<file path="src/rtl/muldiv_unit.sv">
// Iterative RV32M multiply/divide unit: 32-step shift-add multiply and restoring divide.
// Define MULDIV_DIV_EN to build the divider; otherwise divide ops early-out with result 0.
module muldiv_unit #(
    parameter int XLEN = 32
) (
    input  logic            clk,
    input  logic            rst_n,
    input  logic            start,
    input  logic [2:0]      funct3,
    input  logic [XLEN-1:0] op_a,
    input  logic [XLEN-1:0] op_b,
    input  logic [4:0]      rd_in,
    input  logic            flush,
    output logic            busy,
    output logic            done,
    output logic [XLEN-1:0] result,
    output logic [4:0]      rd_out,
    output logic            wr_en
);

    localparam logic [1:0] IDLE = 2'd0;
    localparam logic [1:0] CALC = 2'd1;
    localparam logic [1:0] FIX  = 2'd2;
    localparam logic [1:0] DONE = 2'd3;

    logic [1:0]        state;
    logic [4:0]        step;
    logic [2:0]        op_q;
    logic [4:0]        rd_q;
    logic [XLEN-1:0]   b_mag_q;
    logic [2*XLEN-1:0] acc;
    logic              neg_res;

    logic              a_sgn_op, b_sgn_op, a_neg, b_neg;
    logic [XLEN-1:0]   a_mag, b_mag;
    logic              early;
    logic [XLEN-1:0]   early_res;
    logic [2*XLEN-1:0] step_next;
    logic [2*XLEN-1:0] prod_fix;
    logic [XLEN-1:0]   fix_res;
    logic [XLEN:0]     mul_sum;

    always_comb begin
        a_sgn_op = (funct3 == 3'b001) || (funct3 == 3'b010) || (funct3 == 3'b100) || (funct3 == 3'b110);
        b_sgn_op = (funct3 == 3'b001) || (funct3 == 3'b100) || (funct3 == 3'b110);
        a_neg    = a_sgn_op && op_a[XLEN-1];
        b_neg    = b_sgn_op && op_b[XLEN-1];
        a_mag    = a_neg ? (~op_a + 1'b1) : op_a;
        b_mag    = b_neg ? (~op_b + 1'b1) : op_b;
    end

    // acc holds {hi, lo}: product accumulator for multiply, {remainder, dividend/quotient} for divide
    assign mul_sum  = {1'b0, acc[2*XLEN-1:XLEN]} + (acc[0] ? {1'b0, b_mag_q} : '0);
    assign prod_fix = neg_res ? (~acc + 1'b1) : acc;

`ifdef MULDIV_DIV_EN
    logic              neg_rem;
    logic              div_zero, div_ovf;
    logic [XLEN:0]     div_shift;
    logic [XLEN+1:0]   div_diff;
    logic [XLEN-1:0]   div_rem;
    logic [XLEN-1:0]   quo_fix, rem_fix;

    assign div_zero  = (op_b == '0);
    assign div_ovf   = !funct3[0] && (op_a == {1'b1, {(XLEN-1){1'b0}}}) && (op_b == '1);
    assign early     = funct3[2] && (div_zero || div_ovf);
    assign early_res = div_zero ? (funct3[1] ? op_a : '1)
                                : (funct3[1] ? '0 : {1'b1, {(XLEN-1){1'b0}}});

    assign div_shift = {acc[2*XLEN-1:XLEN], acc[XLEN-1]};
    assign div_diff  = {1'b0, div_shift} - {2'b00, b_mag_q};
    assign div_rem   = div_diff[XLEN+1] ? div_shift[XLEN-1:0] : div_diff[XLEN-1:0];
    assign quo_fix   = neg_res ? (~acc[XLEN-1:0] + 1'b1) : acc[XLEN-1:0];
    assign rem_fix   = neg_rem ? (~acc[2*XLEN-1:XLEN] + 1'b1) : acc[2*XLEN-1:XLEN];

    always_comb begin
        if (op_q[2]) step_next = {div_rem, acc[XLEN-2:0], !div_diff[XLEN+1]};
        else         step_next = {mul_sum, acc[XLEN-1:1]};
    end

    always_comb begin
        fix_res = '0;
        case (op_q)
            3'b000:                 fix_res = prod_fix[XLEN-1:0];
            3'b001, 3'b010, 3'b011: fix_res = prod_fix[2*XLEN-1:XLEN];
            3'b100, 3'b101:         fix_res = quo_fix;
            default:                fix_res = rem_fix;
        endcase
    end

    always_ff @(posedge clk or negedge rst_n) begin
        if (!rst_n)                                 neg_rem <= 1'b0;
        else if (state == IDLE && start && !flush) neg_rem <= a_neg;
    end
`else
    assign early     = funct3[2];
    assign early_res = '0;
    assign step_next = {mul_sum, acc[XLEN-1:1]};

    always_comb begin
        fix_res = '0;
        if (op_q == 3'b000) fix_res = prod_fix[XLEN-1:0];
        else                fix_res = prod_fix[2*XLEN-1:XLEN];
    end
`endif

    always_ff @(posedge clk or negedge rst_n) begin
        if (!rst_n) begin
            state   <= IDLE;
            step    <= '0;
            op_q    <= '0;
            rd_q    <= '0;
            b_mag_q <= '0;
            acc     <= '0;
            neg_res <= 1'b0;
            result  <= '0;
            rd_out  <= '0;
        end else begin
            case (state)
                IDLE: begin
                    if (start && !flush) begin
                        op_q    <= funct3;
                        rd_q    <= rd_in;
                        b_mag_q <= b_mag;
                        neg_res <= a_neg ^ b_neg;
                        acc     <= {{XLEN{1'b0}}, a_mag};
                        step    <= '0;
                        if (early) begin
                            result <= early_res;
                            rd_out <= rd_in;
                            state  <= DONE;
                        end else begin
                            state  <= CALC;
                        end
                    end
                end
                CALC: begin
                    if (flush) begin
                        state <= IDLE;
                    end else begin
                        acc  <= step_next;
                        step <= step + 5'd1;
                        if (step == 5'd31) state <= FIX;
                    end
                end
                FIX: begin
                    if (flush) begin
                        state <= IDLE;
                    end else begin
                        result <= fix_res;
                        rd_out <= rd_q;
                        state  <= DONE;
                    end
                end
                default: state <= IDLE;
            endcase
        end
    end

    assign busy  = (state != IDLE);
    assign done  = (state == DONE) && !flush;
    assign wr_en = done && (rd_out != '0);

endmodule

</file>
<file path="config.mk">
export PLATFORM = sky130hd
export DESIGN_NAME = muldiv_unit
export DESIGN_NICKNAME = d
export VERILOG_FILES = /design/src/rtl/muldiv_unit.sv
export SDC_FILE = /design/constraint.sdc
export NUM_CORES = 1
export LEC_CHECK = 0
export CORE_MARGIN = 5
export CORE_UTILIZATION = 30
export DETAILED_ROUTE_END_ITERATION = 10
export PLACE_DENSITY = 0.53
export SYNTH_ARGS = -nofsm -noshare
export SYNTH_HDL_FRONTEND = slang
export SYNTH_SLANG_ARGS = --single-unit
</file>
<file path="constraint.sdc">
create_clock -name clk -period 2.9 [get_ports clk]
set_input_delay 0.725 -clock clk [delete_from_list [all_inputs] [get_ports clk]]
set_output_delay 0.725 -clock clk [all_outputs]
set_load 0.02 [all_outputs]
</file>
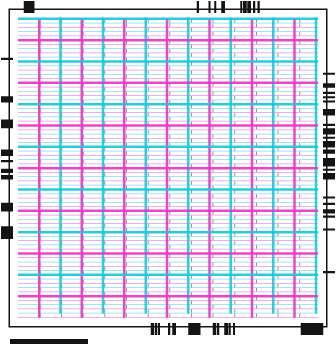
(floorplan with the power grid)
The bar under the picture is 50 um long. Pins as bars on the die edge. Tap cells in grey.
Key: cyan = VDD; magenta = VSS
14 straps on met4. The core has 70 rows.
die y size: 201 um
core box area: 36,400 sq um
die width: 201 um

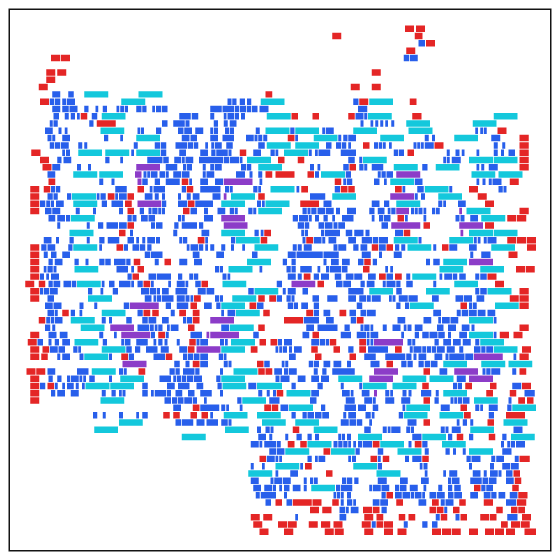
(cells coloured by class)
Key: blue = all other logic [cells 1,118, share of their area 51%]; red = other buffers and delay cells [cells 285, share of their area 18%]; purple = clock drivers and dummy loads [cells 32, share of their area 4.8%]; cyan = flip-flops [cells 149, share of their area 26%]
final design utilization: 40.4%
Core Rows: 70
Final Instance Area: 14,700 sq um

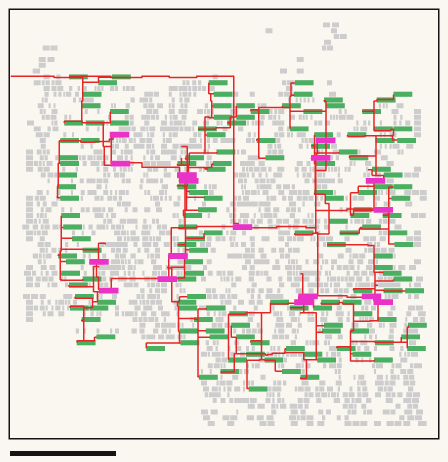
(clock distribution)
The bar under the picture is 50 um long.
Key: green = flip-flops [count 149]; magenta = cells driving clock nets [count 17]; red = clock wires [length 2,250 um]
There are 18 routed clock nets.
clock power share: 18.6%
Clk. pwr: 2610 uW
clock skew: 0.0112 ns
clk ins delay skew pair: 0.43 ns

==> results.txt <==
run metrics: Sequential Power Share=26.5%, syn_nets=1,451, ao+oa area frac=21.5%, ys flop type=dfrtp_1, Synth Area in XOR/XNOR=10.7%, critical path peak fanout=4, worst slack, placed=-0.458 ns, Signal buffers=285, first-pass GRT wire length=58,400 um, buffering overhead=17.0%, Design Power=14,100 uW, status=finished clean, worst hold path type=input pin to asynchronous set/reset pin, clock slew at reported path FFs=0.06 ns, crit path DAT=3.19 ns, Stages on worst setup path=10, sequential cell area share=25.3%, top cells by count=221 x nand2_1, 166 x o21ai_0, 149 x dfrtp_1, vias in the first global route=10,500, # Max-Cap Violations=0, Critical path destination=acc[31], # IOs=116, Sw Ratio=43.1%, reg2reg start=acc[0], htree depth=4, Top Family by Delay on Critical Path=simple AND/OR/NAND/NOR gates, part of the power in combinational logic=54.9%, Clock-cell share=4.62%, asr flop ratio synth=100%, yosys simple share=23.3%, area leader, netlist=dfrtp_1, CTS Root Buffer Type=clkbuf_16, M1 wire length=17,800 um, FF-to-FF End=result[17], DRC viols=0, Flop+latch power=3730 uW, WS Path Type=input pin to flop, Leading cell kind=multi-input combinational cells, peak supply drop=439 uV, CP endpoint kind=flop, cell area after synthesis=11,000 sq um, Reg2Reg Depth=9, registers=149, met2 Usage GRT=27.7%, met3 global-route usage=2.97%, GRT overflow=0, Nets=1,685, Port Buffer Count=115, initial antenna violation count=0, die area=40,600 sq um, synthesized chip area reported by yosys=11,000 sq um, comb area leader=simple AND/OR/NAND/NOR gates, f_max=353 MHz, GRT Overall Usage=17.8%, Comb group=7730 uW, Yosys reg bits=149, Rel. slew slack=49.6%, met1 Use GR=25.6%, final cell count without fillers=2,052, share of the yosys chip area belonging to registers=33.9%, critical path cell sequence=clkdlybuf4s50_1, or4_4, or4_4, nor4_2, buf_4, nand2_1, buf_4, o31ai_1, nand3_1, a21oi_1, MI comb cells=1,099, Top cells excl fill/tap=220 x nand2_1, 164 x buf_4, 163 x o21ai_0, final worst-path cycle share=97.8%, share of cells above drive strength 1=16.4%, register with the most flip-flops=acc, CTS tree=done, Top Metal Used=met4, flop-to-flop setup slack=0.08 ns, Synth mux share=3.09%, Total Neg Setup Slack=0 ns, logic share of the area=48.6%, OpenROAD warning count=27, Netlist cell types=71, met2 WL=16,200 um, Post-Route WL=36,400 um, Logic cell area=7150 sq um, critical path startpoint category=input pin, slowest cell delay on critical path=0.52 ns, leakage power=0.00621 uW, Internal Power=8010 uW, yosys adder share=4.39%, Post-Synthesis Cells=1,337, biggest area cells=dfrtp_1 34%, o21ai_0 7.6%, nand2_1 7.5%, Inst Count DP=2,020, largest net degree at the start of global routing=71, vias per std cell=5.20, Hold Violations, Final=0
No activity file was given, so power comes from the tool's default toggle rates.
